===== config.mk =====
export PLATFORM = sky130hd
export DESIGN_NAME = pipe_stage_buffer
export DESIGN_NICKNAME = d
export VERILOG_FILES = /design/src/rtl/pipe_stage_buffer.sv
export SDC_FILE = /design/constraint.sdc
export NUM_CORES = 1
export LEC_CHECK = 0
export CAP_MARGIN = 10
export CORE_ASPECT_RATIO = 0.5
export CORE_MARGIN = 2
export CORE_UTILIZATION = 43
export DETAILED_ROUTE_END_ITERATION = 10
export PLACE_DENSITY = 0.76
export SLEW_MARGIN = 40
export SYNTH_ARGS = -nofsm -noshare
export SYNTH_HDL_FRONTEND = slang
export SYNTH_SLANG_ARGS = --single-unit

===== constraint.sdc =====
create_clock -name clk -period 24.8 [get_ports clk]
set_input_delay 4.96 -clock clk [delete_from_list [all_inputs] [get_ports clk]]
set_output_delay 4.96 -clock clk [all_outputs]
set_load 0.02 [all_outputs]

===== src/rtl/pipe_stage_buffer.sv =====
// Two-entry pipeline-stage buffer (main + skid) with fully registered back-pressure,
// stage flush and NOP injection on channel 0 whenever the stage is empty.
module pipe_stage_buffer #(
    parameter int              WIDTH    = 32,
    parameter int              CHANNELS = 6,
    parameter logic [WIDTH-1:0] NOP_WORD = WIDTH'(32'h00000013)
) (
    input  logic                      clk,
    input  logic                      reset,
    input  logic                      in_valid,
    output logic                      in_ready,
    input  logic [CHANNELS*WIDTH-1:0] in_data,
    input  logic                      flush,
    output logic                      out_valid,
    input  logic                      out_ready,
    output logic [CHANNELS*WIDTH-1:0] out_data,
    output logic [1:0]                count
);
    localparam int DW = CHANNELS * WIDTH;

    // State encoding doubles as the occupancy count.
    typedef enum logic [1:0] {
        S_EMPTY = 2'd0,
        S_ONE   = 2'd1,
        S_FULL  = 2'd2
    } state_t;

    typedef enum logic [1:0] {
        MAIN_HOLD,
        MAIN_IN,
        MAIN_SKID,
        MAIN_NOP
    } main_sel_t;

    state_t          r_state;
    state_t          w_state_next;
    main_sel_t       w_main_sel;
    logic            w_skid_load;
    logic            r_in_ready;
    logic [DW-1:0]   r_main;
    logic [DW-1:0]   r_skid;
    logic [DW-1:0]   w_nop_pattern;
    logic            w_accept;
    logic            w_pop;

    genvar gi;
    generate
        for (gi = 0; gi < CHANNELS; gi++) begin : g_nop
            if (gi == 0) begin : g_ch0
                assign w_nop_pattern[gi*WIDTH +: WIDTH] = NOP_WORD;
            end else begin : g_chn
                assign w_nop_pattern[gi*WIDTH +: WIDTH] = '0;
            end
        end
    endgenerate

    // A word offered during flush is dropped even though in_ready may be high.
    assign w_accept = in_valid & r_in_ready & ~flush;
    assign w_pop    = out_valid & out_ready;

    always_comb begin
        w_state_next = r_state;
        w_main_sel   = MAIN_HOLD;
        w_skid_load  = 1'b0;
        if (flush) begin
            w_state_next = S_EMPTY;
            w_main_sel   = MAIN_NOP;
        end else begin
            case (r_state)
                S_EMPTY: begin
                    if (w_accept) begin
                        w_state_next = S_ONE;
                        w_main_sel   = MAIN_IN;
                    end
                end
                S_ONE: begin
                    if (w_accept && w_pop) begin
                        w_main_sel   = MAIN_IN;
                    end else if (w_accept) begin
                        w_state_next = S_FULL;
                        w_skid_load  = 1'b1;
                    end else if (w_pop) begin
                        w_state_next = S_EMPTY;
                        w_main_sel   = MAIN_NOP;
                    end
                end
                S_FULL: begin
                    if (w_pop) begin
                        w_state_next = S_ONE;
                        w_main_sel   = MAIN_SKID;
                    end
                end
                default: begin
                    w_state_next = S_EMPTY;
                    w_main_sel   = MAIN_NOP;
                end
            endcase
        end
    end

    always_ff @(posedge clk) begin
        if (reset) begin
            r_state    <= S_EMPTY;
            r_in_ready <= 1'b1;
            r_main     <= w_nop_pattern;
        end else begin
            r_state    <= w_state_next;
            r_in_ready <= (w_state_next != S_FULL);
            case (w_main_sel)
                MAIN_IN:   r_main <= in_data;
                MAIN_SKID: r_main <= r_skid;
                MAIN_NOP:  r_main <= w_nop_pattern;
                default:   r_main <= r_main;
            endcase
        end
    end

    // Skid contents are only meaningful while the stage is FULL, so no reset.
    always_ff @(posedge clk) begin
        if (w_skid_load && !reset) begin
            r_skid <= in_data;
        end
    end

    assign in_ready  = r_in_ready;
    assign out_valid = (r_state != S_EMPTY);
    assign out_data  = r_main;
    assign count     = r_state;

endmodule


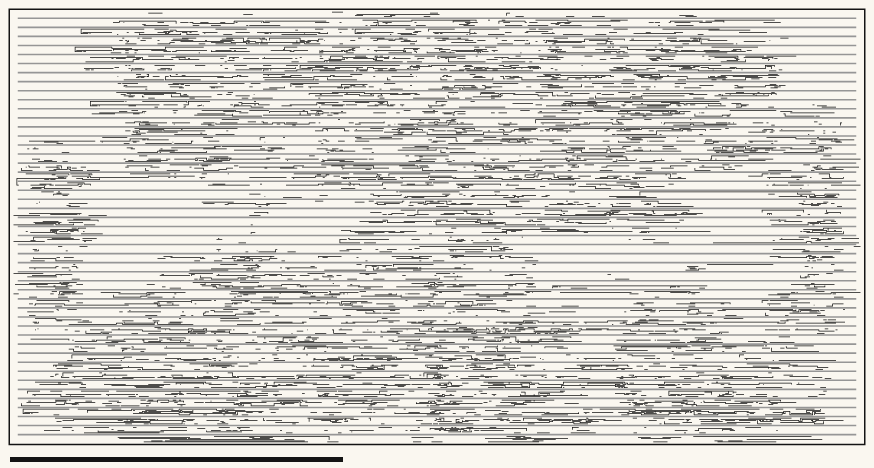
(metal 1)
Bar = 100 microns. Supply wires on this layer in grey.
- longest straight run: 51.5 microns
- nets with wire on the layer: 1346
- main direction: horizontal
- share of all routed wire: 40%

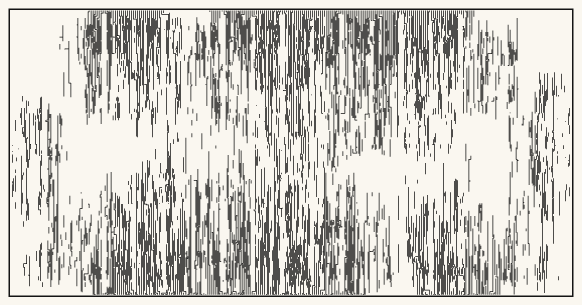
(the metal 2 layer)
- wire length on this layer: 19400 microns
- longest straight run: 62.6 microns
- main direction: vertical
- share of all routed wire: 53%
- nets with wire on the layer: 1353

==> flow_summary_export.csv <==
group,metric,value,unit
status,status,"complete, no violations",
global_route,grt_start_max_net_pins,91,
critical_path,worst_setup_path_end_kind,"register",
cts,worstSkewPairLatency,530,ps
timing,final.setup.tns,0,ps
power,leakage,7.24,nW
power,swShare,23.5,%
floorplan,fp-utilization,43.5,%
global_route,overflow,0,
placed_design,dpl_cell_area,0.0181,sq mm
placed_design,io_buffers,392,
placed_design,routabilityCongestion,0.852,
critical_path,r2r_end,"out_data[83]$_SDFFE_PP0P_",
floorplan,die_h,130,microns
placed_design,dpl.hpwl,24600,microns
job,warning_count,26,
cells_and_area,nFillCells,2420,
cells_and_area,final-seq-area,0.00967,sq mm
critical_path,cp_num_cells,4,
yosys,synth_xor_xnor_area_share,0.0638,%
yosys,fa_ha_area_share,0,%
critical_path,cp.arrival,7410,ps
drt,wl_met2,19400,microns
timing,drv_slew,0,
min_path,hold_end,"out_data[96]$_SDFFE_PP0P_",
cells_and_area,drive_above_1_share,5.44,%
drt,wl_met3,1050,microns
timing,whs,441,ps
yosys,synth_cells,865,
yosys,compound_area_share,12.6,%
critical_path,slowest_delay,660,ps
cells_and_area,biggestCellCategory,"sequential cells",
global_route,antenna_found_initial,1,
global_route,grt_pass1_wl,54500,microns
critical_path,required,24960,ps
cts,cts_hold_buf,0,
cells_and_area,areaGrowthSynthToFinish,39.4,%
critical_path,crit_family,"buffers and inverters",
cells_and_area,nClkBuffers,51,
cts,clockBufferDepth,3,
critical_path,startpoint,"reset",
timing,period_minus_slack,7250,ps
global_route,grtUsageTotal,20.7,%
critical_path,path_buffers,3,
cts,clk_pin_slew_worst_paths,60,ps
job,drv_cap,0,
critical_path,r2r_start,"count[1]$_SDFF_PP0_",
floorplan,fp.coreArea,0.0315,sq mm
yosys,yosys_register_bits,387,
power,power_frac_comb,11.9,%
drt,detail-route-antenna-nets,0,
floorplan,die_area,0.0335,sq mm
cells_and_area,lay_top_count,"clkdlybuf4s50_1",
min_path,hold_path_startpoint,"r_skid[96]$_DFFE_PP_",
cts,clock-sinks,387,
yosys,mux_area_share,13.8,%
critical_path,start_kind,"input pin",
timing,finalCritPeriodShare,29.2,%
yosys,syn_avg_cell_area,15.9,sq um
cts,clockRootBuffer,"clkbuf_16",
timing,finalWorstSetupSlack,17550,ps
power,ir_worst_vdd,0.0401,mV
drt,drc,0,
critical_path,r2r_cells,6,
timing,tightest_slew,837,ps
cts,cts_tree,"built",
cts,cts_setup_buffers,0,
floorplan,tap_cells,432,
timing,slew_headroom,44.2,%
cells_and_area,seq_cell_count,387,
cells_and_area,layoutNonFillerInstCount,1702,
drt,routed_via_density,5.28,
global_route,grt.busiest_layer,"met2",
yosys,yosysTopAreaCell,"edfxtp_1",
yosys,simple_gate_share,1.06,%
critical_path,crit_path_top_delay_cell,"clkdlybuf4s50_1",
placed_design,dpl_worst_slack,17010,ps
timing,setup_viol,0,
cells_and_area,layout.non_clock_inverters,1,
timing,finalClockSkew,14.0,ps
cells_and_area,logic_gates,414,
timing,max_freq,0.138,GHz
yosys,logic_family,"multiplexers",
cells_and_area,fin_nets,1439,
cts,cts.repair.resized,0,
drt,first_pass_iters,5,
floorplan,die_w,257,microns
cells_and_area,sh_seq_area,50.5,%
global_route,met3_usage,3.01,%
cells_and_area,post-route-cell-area,0.0191,sq mm
cells_and_area,final-nonclk-buf-share,21.2,%
yosys,synth-edff-count,192,
yosys,synth.area.top_cells,"edfxtp_1 (42%), dfxtp_1 (28%), mux2i_1 (14%)",
yosys,synth_area,0.0137,sq mm
global_route,met1_usage,24.7,%
timing,rsz0062_at_grt,"false",
global_route,grt_pass1_vias,9374,
cells_and_area,num-nonclk-buffers,403,
yosys,synth_top_flop_cell,"dfxtp_1",
cells_and_area,finalCoreUtilization,60.7,%
yosys,ys_cells,865,
drt,initialDrtViolationCount,486,
timing,hold_violations,0,
cells_and_area,lay_top_cells,"clkdlybuf4s50_1 (392), dfxtp_1 (195), edfxtp_1 (192)",
min_path,min_path_cells,1,
power,p_total,1.38,mW
critical_path,r2r_slack,22090,ps
yosys,ys_area,0.0137,sq mm
yosys,ys_warn_count,0,
drt,num_vias,8980,
yosys,seq_area_frac_synth,70.4,%
power,power.share.sequential,50.9,%
power,p_clk_share,37.2,%
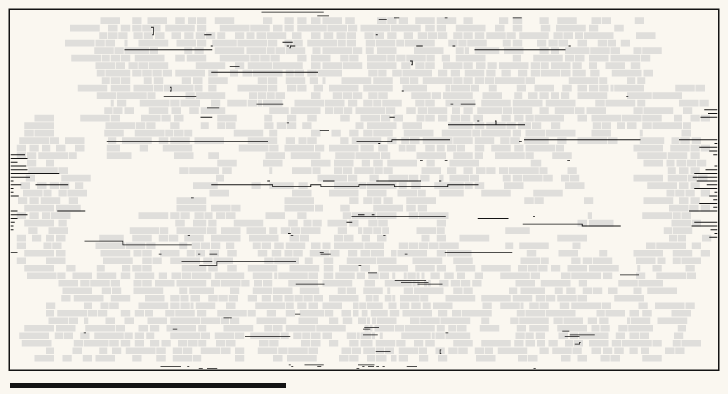
(signal wires on met3)
Bar = 100 microns.
- main direction: horizontal
- wire length on this layer: 1050 microns
- longest straight run: 58.2 microns
- share of all routed wire: 2.9%

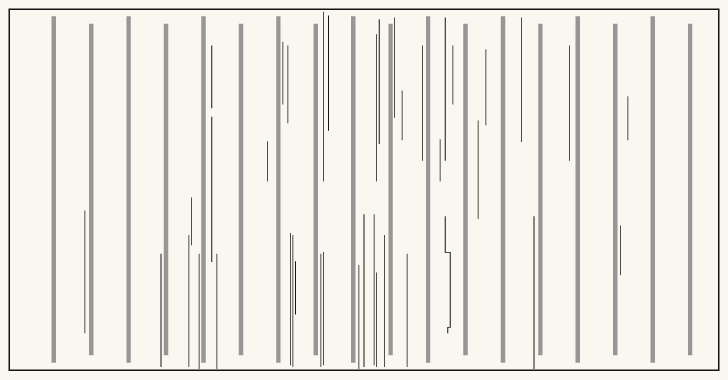
(metal 4)
Supply wires on this layer in grey.
- share of all routed wire: 4.1%
- longest straight run: 61.2 microns
- wire length on this layer: 1500 microns
- nets with wire on the layer: 32

## worst max path at each step
stage / endpoint / slack, ps
6_report: r_skid[96]$_DFFE_PP_ / 17550
5_1_grt: r_skid[115]$_DFFE_PP_ / 17370
4_1_cts: r_skid[115]$_DFFE_PP_ / 17570
3_5_place_dp: r_skid[115]$_DFFE_PP_ / 17010
3_3_place_gp: out_data[36]$_SDFFE_PP0P_ / 16830
2_1_floorplan: r_skid[0]$_DFFE_PP_ / 60
## power groups by stage
stage          registers [mW]  clock network, mW  logic (mW)
2_1_floorplan           0.737                  0      0.0526
3_3_place_gp            0.714                  0       0.159
3_5_place_dp            0.715                  0       0.164
4_1_cts                 0.701              0.528       0.165
5_1_grt                 0.703              0.554       0.173
6_report                0.701              0.513       0.164
No activity file was given, so power comes from the tool's default toggle rates.
